Figure 1. Sequential cells coloured by netlist name.
Other sequential cells in the stronger grey, the rest of the logic in the fainter grey.
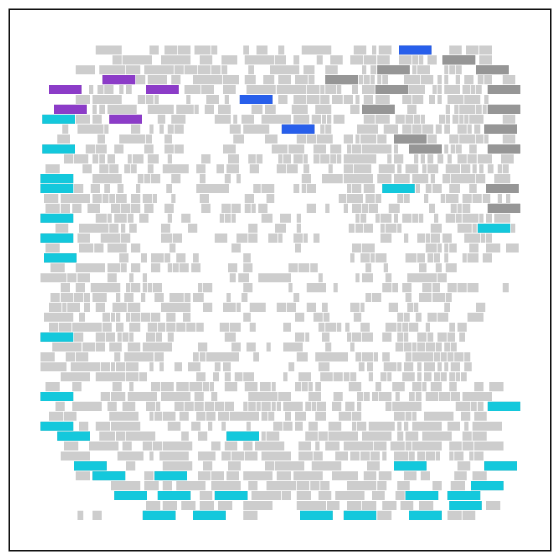
Figure 2. The metal 2 layer.
Bar = 50 µm.
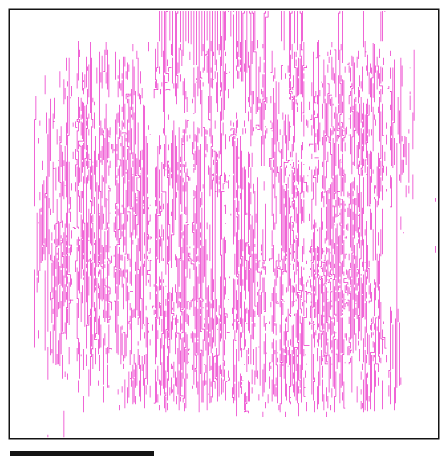
Figure 3. Routed metal, one colour a layer.
Two of the layers only.
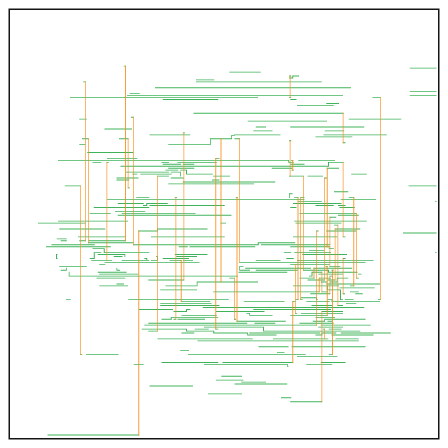
Figure 4. Port wiring.
Bar = 50 µm.
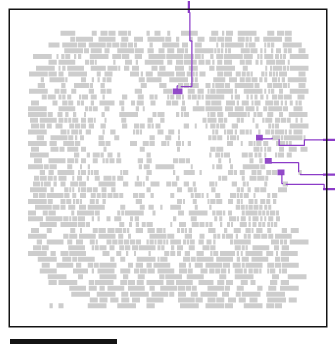
--- src/rtl/nanov_digit_alu.sv ---
// nanov_digit_alu: digit-serial RV32 OP/OP-IMM execution unit.
// Operands arrive DIGIT_W bits per cycle, LSB digit first, from a digit-addressed
// register file. Each result digit is written back in the same cycle its index is presented.
// Single-pass ops (ADD/SUB/logic) emit rd directly. Two-pass ops (shifts, SLT/SLTU)
// first run a capture pass over the operands, then emit rd in a second pass.
module nanov_digit_alu #(
  parameter int XLEN    = 32,
  parameter int DIGIT_W = 4,
  localparam int NDIG   = XLEN / DIGIT_W,
  localparam int IDX_W  = (NDIG > 1) ? $clog2(NDIG) : 1
) (
  input  logic               clk,
  input  logic               rstn,
  input  logic               start,
  input  logic [3:0]         op,
  input  logic               use_imm,
  input  logic [XLEN-1:0]    imm,
  input  logic [DIGIT_W-1:0] rs1_digit,
  input  logic [DIGIT_W-1:0] rs2_digit,
  output logic [IDX_W-1:0]   digit_idx,
  output logic [DIGIT_W-1:0] rd_digit,
  output logic               rd_wr,
  output logic               busy,
  output logic               done,
  output logic [2:0]         flags
);

  typedef enum logic [1:0] {
    ST_IDLE    = 2'd0,
    ST_CAPTURE = 2'd1,
    ST_EMIT    = 2'd2
  } state_t;

  state_t              state_r;
  logic [2:0]          f3_r;
  logic                alt_r;      // SUB for funct3=000, SRA for funct3=101
  logic                use_imm_r;
  logic                carry_r;
  logic                eq_r;
  logic [XLEN-1:0]     buf_r;
  logic [4:0]          shamt_r;
  logic [IDX_W-1:0]    idx_r;
  logic                rd_wr_r;
  logic                busy_r;
  logic                done_r;
  logic [2:0]          flags_r;

  logic                last_s;
  logic [DIGIT_W-1:0]  b_s;
  logic                inv_s;
  logic [DIGIT_W-1:0]  b_eff_s;
  logic [DIGIT_W:0]    sum_s;
  logic                eq_nxt_s;
  logic                lt_s;
  logic                ltu_s;
  logic [4:0]          shamt_cap_s;
  logic [4:0]          shamt_use_s;
  logic [XLEN-1:0]     shifted_s;
  logic [DIGIT_W-1:0]  shift_dig_s;
  logic [2:0]          acc_f3_s;
  logic                acc_sub_s;
  logic                acc_two_pass_s;

  // Accept-time decode of the incoming op; op[3] only selects SUB for register-register ADD.
  always_comb begin
    acc_f3_s       = op[2:0];
    acc_sub_s      = 1'b0;
    acc_two_pass_s = 1'b0;
    case (op[2:0])
      3'b000:  acc_sub_s      = op[3] & ~use_imm;
      3'b001:  acc_two_pass_s = 1'b1;
      3'b010:  begin acc_two_pass_s = 1'b1; acc_sub_s = 1'b1; end
      3'b011:  begin acc_two_pass_s = 1'b1; acc_sub_s = 1'b1; end
      3'b101:  acc_two_pass_s = 1'b1;
      default: acc_two_pass_s = 1'b0;
    endcase
  end

  // Digit datapath: operand B select, shared digit adder/subtractor and compare terms.
  always_comb begin
    last_s   = (idx_r == IDX_W'(NDIG - 1));
    if (use_imm_r) begin
      b_s = DIGIT_W'(imm >> (int'(idx_r) * DIGIT_W));
    end else begin
      b_s = rs2_digit;
    end
    inv_s    = (f3_r == 3'b000) ? alt_r : 1'b1;
    b_eff_s  = inv_s ? ~b_s : b_s;
    sum_s    = {1'b0, rs1_digit} + {1'b0, b_eff_s} + {{DIGIT_W{1'b0}}, carry_r};
    eq_nxt_s = eq_r & (rs1_digit == b_s);
    // Signs differ: A<B iff A negative; otherwise the difference sign decides.
    lt_s     = (rs1_digit[DIGIT_W-1] ^ b_s[DIGIT_W-1]) ? rs1_digit[DIGIT_W-1] : sum_s[DIGIT_W-1];
    ltu_s    = ~sum_s[DIGIT_W];
  end

  // Shifter: amount collected from the low rs2 digits or taken from imm, result sliced per digit.
  always_comb begin
    shamt_cap_s = shamt_r | 5'({{(XLEN-DIGIT_W){1'b0}}, rs2_digit} << (int'(idx_r) * DIGIT_W));
    shamt_use_s = use_imm_r ? imm[4:0] : shamt_r;
    case (f3_r)
      3'b001:  shifted_s = buf_r << shamt_use_s;
      3'b101:  shifted_s = alt_r ? XLEN'($signed(buf_r) >>> shamt_use_s) : (buf_r >> shamt_use_s);
      default: shifted_s = buf_r;
    endcase
    shift_dig_s = DIGIT_W'(shifted_s >> (int'(idx_r) * DIGIT_W));
  end

  // Result digit for the current index; forced to zero whenever no write is issued.
  always_comb begin
    rd_digit = {DIGIT_W{1'b0}};
    if (rd_wr_r) begin
      case (f3_r)
        3'b000:  rd_digit = sum_s[DIGIT_W-1:0];
        3'b001:  rd_digit = shift_dig_s;
        3'b010:  rd_digit = (idx_r == {IDX_W{1'b0}}) ? DIGIT_W'(flags_r[1]) : {DIGIT_W{1'b0}};
        3'b011:  rd_digit = (idx_r == {IDX_W{1'b0}}) ? DIGIT_W'(flags_r[0]) : {DIGIT_W{1'b0}};
        3'b100:  rd_digit = rs1_digit ^ b_s;
        3'b101:  rd_digit = shift_dig_s;
        3'b110:  rd_digit = rs1_digit | b_s;
        3'b111:  rd_digit = rs1_digit & b_s;
        default: rd_digit = {DIGIT_W{1'b0}};
      endcase
    end else begin
      rd_digit = {DIGIT_W{1'b0}};
    end
  end

  // Sequencer: IDLE -> (CAPTURE) -> EMIT -> IDLE with registered handshake outputs.
  always_ff @(posedge clk or negedge rstn) begin
    if (!rstn) begin
      state_r   <= ST_IDLE;
      f3_r      <= 3'b000;
      alt_r     <= 1'b0;
      use_imm_r <= 1'b0;
      carry_r   <= 1'b0;
      eq_r      <= 1'b0;
      buf_r     <= {XLEN{1'b0}};
      shamt_r   <= 5'd0;
      idx_r     <= {IDX_W{1'b0}};
      rd_wr_r   <= 1'b0;
      busy_r    <= 1'b0;
      done_r    <= 1'b0;
      flags_r   <= 3'b000;
    end else begin
      done_r <= 1'b0;
      case (state_r)
        ST_IDLE: begin
          if (start) begin
            f3_r      <= acc_f3_s;
            alt_r     <= (acc_f3_s == 3'b000) ? acc_sub_s : op[3];
            use_imm_r <= use_imm;
            carry_r   <= acc_sub_s;
            eq_r      <= 1'b1;
            shamt_r   <= 5'd0;
            flags_r   <= 3'b000;
            idx_r     <= {IDX_W{1'b0}};
            busy_r    <= 1'b1;
            rd_wr_r   <= ~acc_two_pass_s;
            state_r   <= acc_two_pass_s ? ST_CAPTURE : ST_EMIT;
          end
        end
        ST_CAPTURE: begin
          buf_r   <= {rs1_digit, buf_r[XLEN-1:DIGIT_W]};
          shamt_r <= shamt_cap_s;
          carry_r <= sum_s[DIGIT_W];
          eq_r    <= eq_nxt_s;
          if (last_s) begin
            if ((f3_r == 3'b010) || (f3_r == 3'b011)) begin
              flags_r <= {eq_nxt_s, lt_s, ltu_s};
            end
            idx_r   <= {IDX_W{1'b0}};
            rd_wr_r <= 1'b1;
            state_r <= ST_EMIT;
          end else begin
            idx_r <= idx_r + IDX_W'(1);
          end
        end
        ST_EMIT: begin
          carry_r <= sum_s[DIGIT_W];
          eq_r    <= eq_nxt_s;
          if (last_s) begin
            if ((f3_r == 3'b000) && alt_r) begin
              flags_r <= {eq_nxt_s, lt_s, ltu_s};
            end
            idx_r   <= {IDX_W{1'b0}};
            rd_wr_r <= 1'b0;
            busy_r  <= 1'b0;
            done_r  <= 1'b1;
            state_r <= ST_IDLE;
          end else begin
            idx_r <= idx_r + IDX_W'(1);
          end
        end
        default: begin
          state_r <= ST_IDLE;
          idx_r   <= {IDX_W{1'b0}};
          rd_wr_r <= 1'b0;
          busy_r  <= 1'b0;
        end
      endcase
    end
  end

  assign digit_idx = idx_r;
  assign rd_wr     = rd_wr_r;
  assign busy      = busy_r;
  assign done      = done_r;
  assign flags     = flags_r;

endmodule
--- config.mk ---
export PLATFORM = sky130hd
export DESIGN_NAME = nanov_digit_alu
export DESIGN_NICKNAME = d
export VERILOG_FILES = /design/src/rtl/nanov_digit_alu.sv
export SDC_FILE = /design/constraint.sdc
export NUM_CORES = 1
export LEC_CHECK = 0
export CORE_MARGIN = 8
export CORE_UTILIZATION = 45
export DETAILED_ROUTE_END_ITERATION = 8
export PLACE_DENSITY = 0.69
export SLEW_MARGIN = 20
export SYNTH_ARGS = -nofsm -noshare
export SYNTH_HDL_FRONTEND = slang
export SYNTH_SLANG_ARGS = --single-unit
--- constraint.sdc ---
create_clock -name clk -period 5.2 [get_ports clk]
set_clock_uncertainty 0.05 [all_clocks]
set_input_delay 1.04 -clock clk [delete_from_list [all_inputs] [get_ports clk]]
set_output_delay 1.04 -clock clk [all_outputs]
set_load 0.02 [all_outputs]
==> impl_metrics.env <==
# flow metrics
export IMPL_status="complete, no violations"
export IMPL_clk_share_pct=1.460
export IMPL_holdPathEnd="flags[2]$_DFFE_PN0P_"
export IMPL_post_dp_hpwl_mm=26.68
export IMPL_cp_slowest_cell="dfrtp_1"
export IMPL_cts_resized=54
export IMPL_hold_viol=0
export IMPL_diodes=0
export IMPL_synth_warnings=0
export IMPL_setup_violations=0
export IMPL_buffers=259
export IMPL_layout_area_comb_um2=6132
export IMPL_first_global_vias=8523
export IMPL_largestRegisters="buf_r (32), shamt_r (5)"
export IMPL_leakagePower_nw=4.345
export IMPL_yosys_area_share_adder_pct=3.366
export IMPL_ys_top_logic_family="multiplexers"
export IMPL_vdd_drop_max_uv=391.5
export IMPL_drt_iter0_drc=1056
export IMPL_cp_required_ns=4.11
export IMPL_rr_startpoint="digit_idx[0]$_DFFE_PN0N_"
export IMPL_synth_cell_types=75
export IMPL_mux_share_pct=35.84
export IMPL_flop_cell="dfrtp_1"
export IMPL_regArea_um2=1351
export IMPL_lay_top_cells="buf_4 (189), nand2_1 (83), nor2_1 (77)"
export IMPL_synth_cells=904
export IMPL_netSwitchingPower_mw=4.451
export IMPL_comb_cells=727
export IMPL_cpLargestDelayFamily="multiplexers"
export IMPL_vias=8751
export IMPL_clock_sinks=54
export IMPL_drt_total_wl_mm=35.18
export IMPL_critical_path_endpoint="rd_digit[0]"
export IMPL_grt_util_met2_pct=46.87
export IMPL_ys_cells=904
export IMPL_fin_area_um2=10200
export IMPL_die_width_um=148.3
export IMPL_warnings=34
export IMPL_area_leaders="mux4_2 (18%), dfrtp_1 (17%), mux2i_1 (10%)"
export IMPL_fp_dieArea_um2=22000
export IMPL_drt_pass1_iterations=7
export IMPL_power_internal_mw=4.108
export IMPL_grt_pass1_wl_mm=53.16
export IMPL_max_flop_register="buf_r"
export IMPL_final_core_util_pct=59.17
export IMPL_lay_top_count="buf_4"
export IMPL_wl_per_cell_um=27.17
export IMPL_cp_cell_sequence="buf_4 -> mux2i_4 -> buf_12 -> buf_4 -> mux4_2 -> mux2i_1 -> o221ai_1 -> a21oi_1 -> o2111ai_1 -> o21ai_0 -> o32ai_1 -> clkdlybuf4s15_2"
export IMPL_clock_power_uw=368
export IMPL_path_class="reg -> out"
export IMPL_critPathMaxStageDelay_ns=0.77
export IMPL_grt_max_degree=55
export IMPL_grt_usage_pct=31.68
export IMPL_wl_met2_mm=15.52
export IMPL_numSynthFlops=54
export IMPL_drv_cap=0
export IMPL_finalMaxSlewViolations=0
export IMPL_sh_comb_area_pct=60.13
export IMPL_synthAoiAreaFrac_pct=22.05
export IMPL_cts_root_buf="clkbuf_16"
export IMPL_synth_cell_area_um2=7880
export IMPL_netlist_area_leader_share_pct=17.72
export IMPL_path_max_fanout=27
export IMPL_top_area_cell="mux4_2"
export IMPL_fp_utilization_pct=45.72
export IMPL_maxPowerGroup="combinational logic"
export IMPL_buf_share_pct=21.59
export IMPL_wl_met1_mm=14.77
export IMPL_hp_class="reg -> reg"
export IMPL_tns_ns=0
export IMPL_synth_cellmix_xorXnorShare_pct=0.5557
export IMPL_cp_common_cell="buf_4"
export IMPL_die_h_um=148.3
## Picture notes: Figure 1
[shamt_r] purple | flops: 5 | where: top left
[buf_r] cyan | flops: 32 | where: spread over the die
[digit_idx] blue | flops: 3
not coloured: 14

## Picture notes: Figure 2
nets with wire on the layer: 956
longest straight run: 84.7 µm
share of all routed wire: 44%

## Picture notes: Figure 3
[met3] green | wire length: 3550 µm
[met4] orange | wire length: 1340 µm

## Picture notes: Figure 4
[rd_digit] purple | bits: 4 | direction: output | edge: 3 right, 1 top | end cells: 4 | wire: 132 µm

